<file path="src/rtl/note_sequencer_multi.sv">
// Multi-voice note sequencer: CHANNELS voices walk their own songs from one shared
// synchronous note ROM through a round-robin, three-cycle fetch engine.
module note_sequencer_multi #(
    parameter int CHANNELS    = 2,
    parameter int ADDR_WIDTH  = 5,
    parameter int PITCH_WIDTH = 7,
    parameter int DUR_WIDTH   = 8
) (
    input  logic                            i_clk,
    input  logic                            i_rst,
    input  logic                            i_note_stb,
    input  logic [CHANNELS-1:0]             i_restart,
    input  logic [CHANNELS-1:0]             i_loop,
    input  logic [CHANNELS*ADDR_WIDTH-1:0]  i_start_addr,
    output logic [ADDR_WIDTH-1:0]           o_rom_addr,
    input  logic [PITCH_WIDTH+DUR_WIDTH:0]  i_rom_data,
    output logic [CHANNELS*PITCH_WIDTH-1:0] o_pitch,
    output logic [CHANNELS-1:0]             o_gate,
    output logic [CHANNELS-1:0]             o_note_start,
    output logic [CHANNELS-1:0]             o_done
);
    localparam int DATA_WIDTH = 1 + PITCH_WIDTH + DUR_WIDTH;
    localparam int SEL_WIDTH  = (CHANNELS > 1) ? $clog2(CHANNELS) : 1;

    typedef enum logic [1:0] {CH_LOAD, CH_PLAY, CH_DONE} ch_state_e;
    typedef enum logic [1:0] {F_IDLE, F_WAIT, F_CAPTURE} fetch_state_e;

    ch_state_e              st_q    [CHANNELS];
    ch_state_e              st_d    [CHANNELS];
    logic [ADDR_WIDTH-1:0]  ptr_q   [CHANNELS];
    logic [ADDR_WIDTH-1:0]  ptr_d   [CHANNELS];
    logic [DUR_WIDTH-1:0]   cnt_q   [CHANNELS];
    logic [DUR_WIDTH-1:0]   cnt_d   [CHANNELS];
    logic [PITCH_WIDTH-1:0] pitch_q [CHANNELS];
    logic [PITCH_WIDTH-1:0] pitch_d [CHANNELS];
    logic [CHANNELS-1:0]    gate_q, gate_d;
    logic [CHANNELS-1:0]    done_q, done_d;
    logic [CHANNELS-1:0]    nstart_q, nstart_d;
    logic [CHANNELS-1:0]    prev_end_q, prev_end_d;

    fetch_state_e           fst_q, fst_d;
    logic [SEL_WIDTH-1:0]   sel_q, sel_d;
    logic [SEL_WIDTH-1:0]   arb_q, arb_d;
    logic [ADDR_WIDTH-1:0]  addr_q, addr_d;

    logic [CHANNELS-1:0]    req;
    logic                   found;
    logic [SEL_WIDTH-1:0]   pick;
    logic [SEL_WIDTH-1:0]   cand;
    logic                   cap;

    logic                   rom_end;
    logic [PITCH_WIDTH-1:0] rom_pitch;
    logic [DUR_WIDTH-1:0]   rom_dur;

    assign rom_end   = i_rom_data[DATA_WIDTH-1];
    assign rom_pitch = i_rom_data[PITCH_WIDTH+DUR_WIDTH-1:DUR_WIDTH];
    assign rom_dur   = i_rom_data[DUR_WIDTH-1:0];

    // A channel being restarted this cycle is not eligible; its pointer is about to change.
    always_comb begin
        req   = '0;
        found = 1'b0;
        pick  = '0;
        cand  = '0;
        for (int k = 0; k < CHANNELS; k++)
            req[k] = (st_q[k] == CH_LOAD) && !i_restart[k];
        for (int i = 0; i < CHANNELS; i++) begin
            cand = SEL_WIDTH'((int'(arb_q) + i) % CHANNELS);
            if (!found && req[cand]) begin
                found = 1'b1;
                pick  = cand;
            end
        end
    end

    always_comb begin
        fst_d  = fst_q;
        sel_d  = sel_q;
        arb_d  = arb_q;
        addr_d = addr_q;
        cap    = 1'b0;
        case (fst_q)
            F_IDLE: begin
                if (found) begin
                    sel_d  = pick;
                    addr_d = ptr_q[pick];
                    fst_d  = F_WAIT;
                end
            end
            F_WAIT: begin
                fst_d = i_restart[sel_q] ? F_IDLE : F_CAPTURE;
            end
            F_CAPTURE: begin
                fst_d = F_IDLE;
                if (!i_restart[sel_q]) begin
                    cap   = 1'b1;
                    arb_d = (int'(sel_q) == CHANNELS - 1) ? '0 : sel_q + SEL_WIDTH'(1);
                end
            end
            default: fst_d = F_IDLE;
        endcase
    end

    // Per-channel priority: restart, then capture of its own fetch, then the tempo strobe.
    always_comb begin
        st_d       = st_q;
        ptr_d      = ptr_q;
        cnt_d      = cnt_q;
        pitch_d    = pitch_q;
        gate_d     = gate_q;
        done_d     = done_q;
        prev_end_d = prev_end_q;
        nstart_d   = '0;
        for (int k = 0; k < CHANNELS; k++) begin
            if (i_restart[k]) begin
                ptr_d[k]      = i_start_addr[k*ADDR_WIDTH +: ADDR_WIDTH];
                done_d[k]     = 1'b0;
                gate_d[k]     = 1'b0;
                prev_end_d[k] = 1'b0;
                st_d[k]       = CH_LOAD;
            end else if (cap && (int'(sel_q) == k)) begin
                if (!rom_end) begin
                    pitch_d[k]    = rom_pitch;
                    ptr_d[k]      = ptr_q[k] + ADDR_WIDTH'(1);
                    cnt_d[k]      = (rom_dur == '0) ? DUR_WIDTH'(1) : rom_dur;
                    gate_d[k]     = (rom_pitch != '0);
                    nstart_d[k]   = 1'b1;
                    prev_end_d[k] = 1'b0;
                    st_d[k]       = CH_PLAY;
                end else if (i_loop[k] && !prev_end_q[k]) begin
                    ptr_d[k]      = i_start_addr[k*ADDR_WIDTH +: ADDR_WIDTH];
                    prev_end_d[k] = 1'b1;
                end else begin
                    st_d[k]       = CH_DONE;
                    done_d[k]     = 1'b1;
                    gate_d[k]     = 1'b0;
                    prev_end_d[k] = 1'b1;
                end
            end else if (i_note_stb && (st_q[k] == CH_PLAY)) begin
                if (cnt_q[k] == DUR_WIDTH'(1))
                    st_d[k] = CH_LOAD;
                else
                    cnt_d[k] = cnt_q[k] - DUR_WIDTH'(1);
            end
        end
    end

    always_ff @(posedge i_clk) begin
        if (i_rst) begin
            fst_q      <= F_IDLE;
            sel_q      <= '0;
            arb_q      <= '0;
            addr_q     <= '0;
            gate_q     <= '0;
            done_q     <= '0;
            nstart_q   <= '0;
            prev_end_q <= '0;
            for (int k = 0; k < CHANNELS; k++) begin
                st_q[k]    <= CH_LOAD;
                ptr_q[k]   <= i_start_addr[k*ADDR_WIDTH +: ADDR_WIDTH];
                cnt_q[k]   <= '0;
                pitch_q[k] <= '0;
            end
        end else begin
            fst_q      <= fst_d;
            sel_q      <= sel_d;
            arb_q      <= arb_d;
            addr_q     <= addr_d;
            gate_q     <= gate_d;
            done_q     <= done_d;
            nstart_q   <= nstart_d;
            prev_end_q <= prev_end_d;
            st_q       <= st_d;
            ptr_q      <= ptr_d;
            cnt_q      <= cnt_d;
            pitch_q    <= pitch_d;
        end
    end

    always_comb begin
        o_pitch = '0;
        for (int k = 0; k < CHANNELS; k++)
            o_pitch[k*PITCH_WIDTH +: PITCH_WIDTH] = pitch_q[k];
    end

    assign o_rom_addr   = addr_q;
    assign o_gate       = gate_q;
    assign o_note_start = nstart_q;
    assign o_done       = done_q;

endmodule

</file>
<file path="config.mk">
export PLATFORM = sky130hd
export DESIGN_NAME = note_sequencer_multi
export DESIGN_NICKNAME = d
export VERILOG_FILES = /design/src/rtl/note_sequencer_multi.sv
export SDC_FILE = /design/constraint.sdc
export NUM_CORES = 1
export LEC_CHECK = 0
export CAP_MARGIN = 20
export CORE_ASPECT_RATIO = 2
export CORE_UTILIZATION = 50
export CTS_CLUSTER_DIAMETER = 60
export CTS_CLUSTER_SIZE = 10
export DETAILED_ROUTE_END_ITERATION = 10
export PLACE_DENSITY = 0.87
export SYNTH_ARGS = -nofsm -noshare
export SYNTH_HDL_FRONTEND = slang
export SYNTH_SLANG_ARGS = --single-unit
</file>
<file path="constraint.sdc">
create_clock -name i_clk -period 2.6 [get_ports i_clk]
set_clock_uncertainty 0.1 [all_clocks]
set_input_delay 0.65 -clock i_clk [delete_from_list [all_inputs] [get_ports i_clk]]
set_output_delay 0.65 -clock i_clk [all_outputs]
set_load 0.05 [all_outputs]
</file>
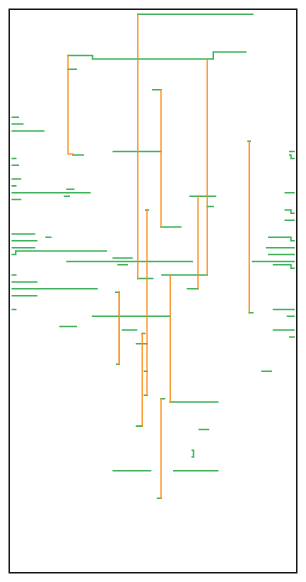
Figure 1: wiring by layer.
Two of the layers only.
- green: metal 3 (wire length 331 microns)
- orange: metal 4 (wire length 310 microns)
WL/cell: 15.9 microns
via count: 2873
GRT Total Usage: 0.261
Post-Route WL: 7800 microns

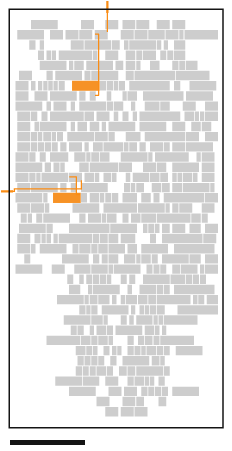
Figure 2: wires at chosen ports, followed through buffers.
Bar = 20 microns.
- orange: o_gate (bits 2; direction output; end cells 2; buffers 2; wire 52.8 microns)
Port Buffers: 57
# IOs: 58

==> flow_metrics.py <==
# Flow results
metrics = {
    "clock_tree": {
        "cts_tree": "yes",
        "cts.htree.levels": 3,
        "clock_latency_ns": 0.34,
        "post_cts_resized": 0,
        "cts_buffers": 9,
        "cts.path.max_buffers": 2,
        "cts-root-buf": "clkbuf_16",
        "postCtsSetupRepairBufs": 0,
        "path_clk_slew_ns": 0.05,
        "cts_sinks": 61,
    },
    "synth": {
        "ys_chip_area_sq_um": 2990,
        "async_flop_share": 0,
        "synth_area_sq_um": 2990,
        "ys_cells": 356,
        "edf_count": 10,
        "ys.flop_type": "dfxtp_1",
        "ys_sh_adder": 0.0251,
        "synth_cells": 356,
        "synthDistinctLibCells": 47,
        "synth.comb.largest_family": "simple AND/OR/NAND/NOR gates",
        "syn_avg_cell_area_sq_um": 8.40,
        "syn_nets": 395,
        "synthXorXnorAreaFrac": 0.0176,
    },
    "layout": {
        "n_fill_cell": 432,
        "layout-drive-gt1-share": 0.107,
        "final_cell_area_sq_um": 4050,
        "logic_area_sq_um": 1560,
        "fin_cells": 490,
        "post-route-util": 0.703,
        "nNonClkBuffers": 77,
        "layout_top_cells": "clkdlybuf4s50_1 (57), a21oi_1 (55), dfxtp_1 (51)",
        "fin_nets": 463,
        "clock_area_frac": 0.0884,
        "nonClkBufAreaFrac": 0.178,
        "antenna_cells": 0,
        "regArea_sq_um": 1320,
        "sh_seq_area": 0.326,
        "sh_comb_area": 0.384,
    },
    "placed_design": {
        "placed_cell_area_sq_um": 3690,
        "pre_cts_ws_ns": 0.125,
        "dp.cells": 474,
        "gp_congestion": 0.820,
        "dp_hpwl_microns": 5490,
    },
    "detailed_routing": {
        "dr.pass1.iters": 8,
        "via_per_inst": 5.86,
        "ant_nets": 0,
        "drcViolationCount": 9,
    },
    "pwr": {
        "total_power_uw": 2670,
        "power_leakage_uw": 0.00148,
        "power_density_nw_per_um2": 658,
        "max-vdd-ir-drop_mv": 0.411,
    },
    "critical_path": {
        "cp_slowest_cell": "clkdlybuf4s50_1",
        "slowest_delay_ns": 0.81,
        "cp.required_ns": 1.85,
        "cp-end-kind": "output pin",
        "cp.arrival_ns": 1.51,
        "cp_cell_sequence": "clkdlybuf4s50_1",
        "crit_type": "reg -> out",
    },
    "outcome": {
        "outcome": "finished with violations",
        "violations": "design-rule violations",
    },
    "global_route": {
        "antenna_found_initial": 0,
        "grt_start_max_net_pins": 26,
        "grt_pass1_wl_microns": 12500,
        "gr-total-overflow": 0,
    },
    "final_timing": {
        "rsz0062_at_grt": "false",
        "fin_ws_ns": 0.342,
        "fmax_mhz": 443,
        "worst_pin_slew_ns": 0.532,
        "finalSetupViolations": 0,
        "period_used_share": 0.868,
        "slew_headroom": 0.644,
        "fin_crit_ns": 2.26,
        "hold_viol": 0,
    },
    "flow_run": {
        "tool_warnings": 28,
        "max_cap_violations": 0,
    },
    "floorplan": {
        "initCoreUtil": 0.519,
        "core_sq_um": 5760,
        "rows": 39,
        "die_x_microns": 56.7,
        "fp.dieH_microns": 111,
        "nWellTaps": 61,
    },
    "min_path": {
        "worstHoldPathType": "reg -> reg",
    },
}
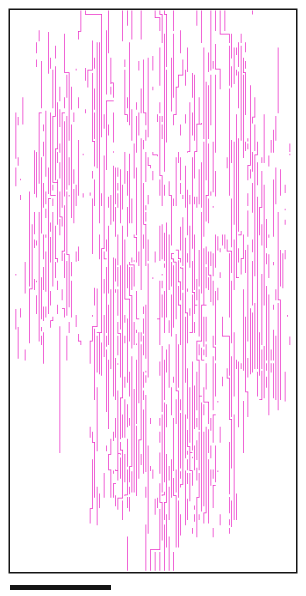
Figure 3: the metal 2 layer.
Bar = 20 microns.
- share of all routed wire: 56%
- wire length on this layer: 4390 microns
- longest straight run: 37.9 microns
met2 usage: 0.494

## worst register-to-register path: cells and delay by family, from the launching register on
kind,cells,cell delay (ns)
AOI/OAI and AO/OA,3,0.75
buffers and inverters,1,0.18
DFF,1,0.37
and+or+nand+nor,2,0.40
## path summary, 6_finish.rpt
check / to / startpoint / cells past startpoint / slack [ns]
setup / recovery: o_pitch[5] / o_pitch[5] / 1 / 0.34
hold / removal: o_pitch[1] / o_pitch[1] / 2 / 0.35
setup reg to reg: cnt_q[14] / cnt_q[10] / 6 / 0.74
hold reg to reg: o_pitch[1] / o_pitch[1] / 2 / 0.35
## power breakdown
part           internal [uW]  leakage, uW  switching (uW)
registers                994     0.000514            31.2
clock network            942     0.000177             435
logic                    123     0.000787             142
total                   2060      0.00148             608
## sequential cells by signal, indices dropped and copies added (netlist names)
| register | cells |
|---|---|
| o_gate | 2 |
| prev_end_q | 2 |
| o_done | 2 |
| st_q | 4 |
| cnt_q | 16 |
| fst_q | 2 |
| o_note_start | 2 |
| ptr_q | 10 |
| o_pitch | 14 |
| o_rom_addr | 5 |
| sel_q | 1 |
| arb_q | 1 |
## synthesized netlist by cell type (6+ instances only)
cell / instances / share of area
nor2_1: 40 / 0.050
or2_1: 6 / 0.013
nor3_1: 10 / 0.017
nand3_1: 24 / 0.040
edfxtp_1: 10 / 0.10
o21ai_1: 14 / 0.023
ha_1: 6 / 0.025
nand2_1: 42 / 0.053
a21o_1: 8 / 0.020
clkbuf_1: 10 / 0.013
mux2i_1: 6 / 0.020
dfxtp_1: 51 / 0.34
a21oi_1: 55 / 0.092
buf_2: 9 / 0.015
## per-layer routing
layer  vias up  routed length [microns]  GRT usage
li1       1406                        -          -
met1      1351                     2770      0.238
met2        88                     4390      0.494
met3        28                      331     0.0674
met4         0                      309      0.155
met5         -                        0          0
No activity file was given, so power comes from the tool's default toggle rates.
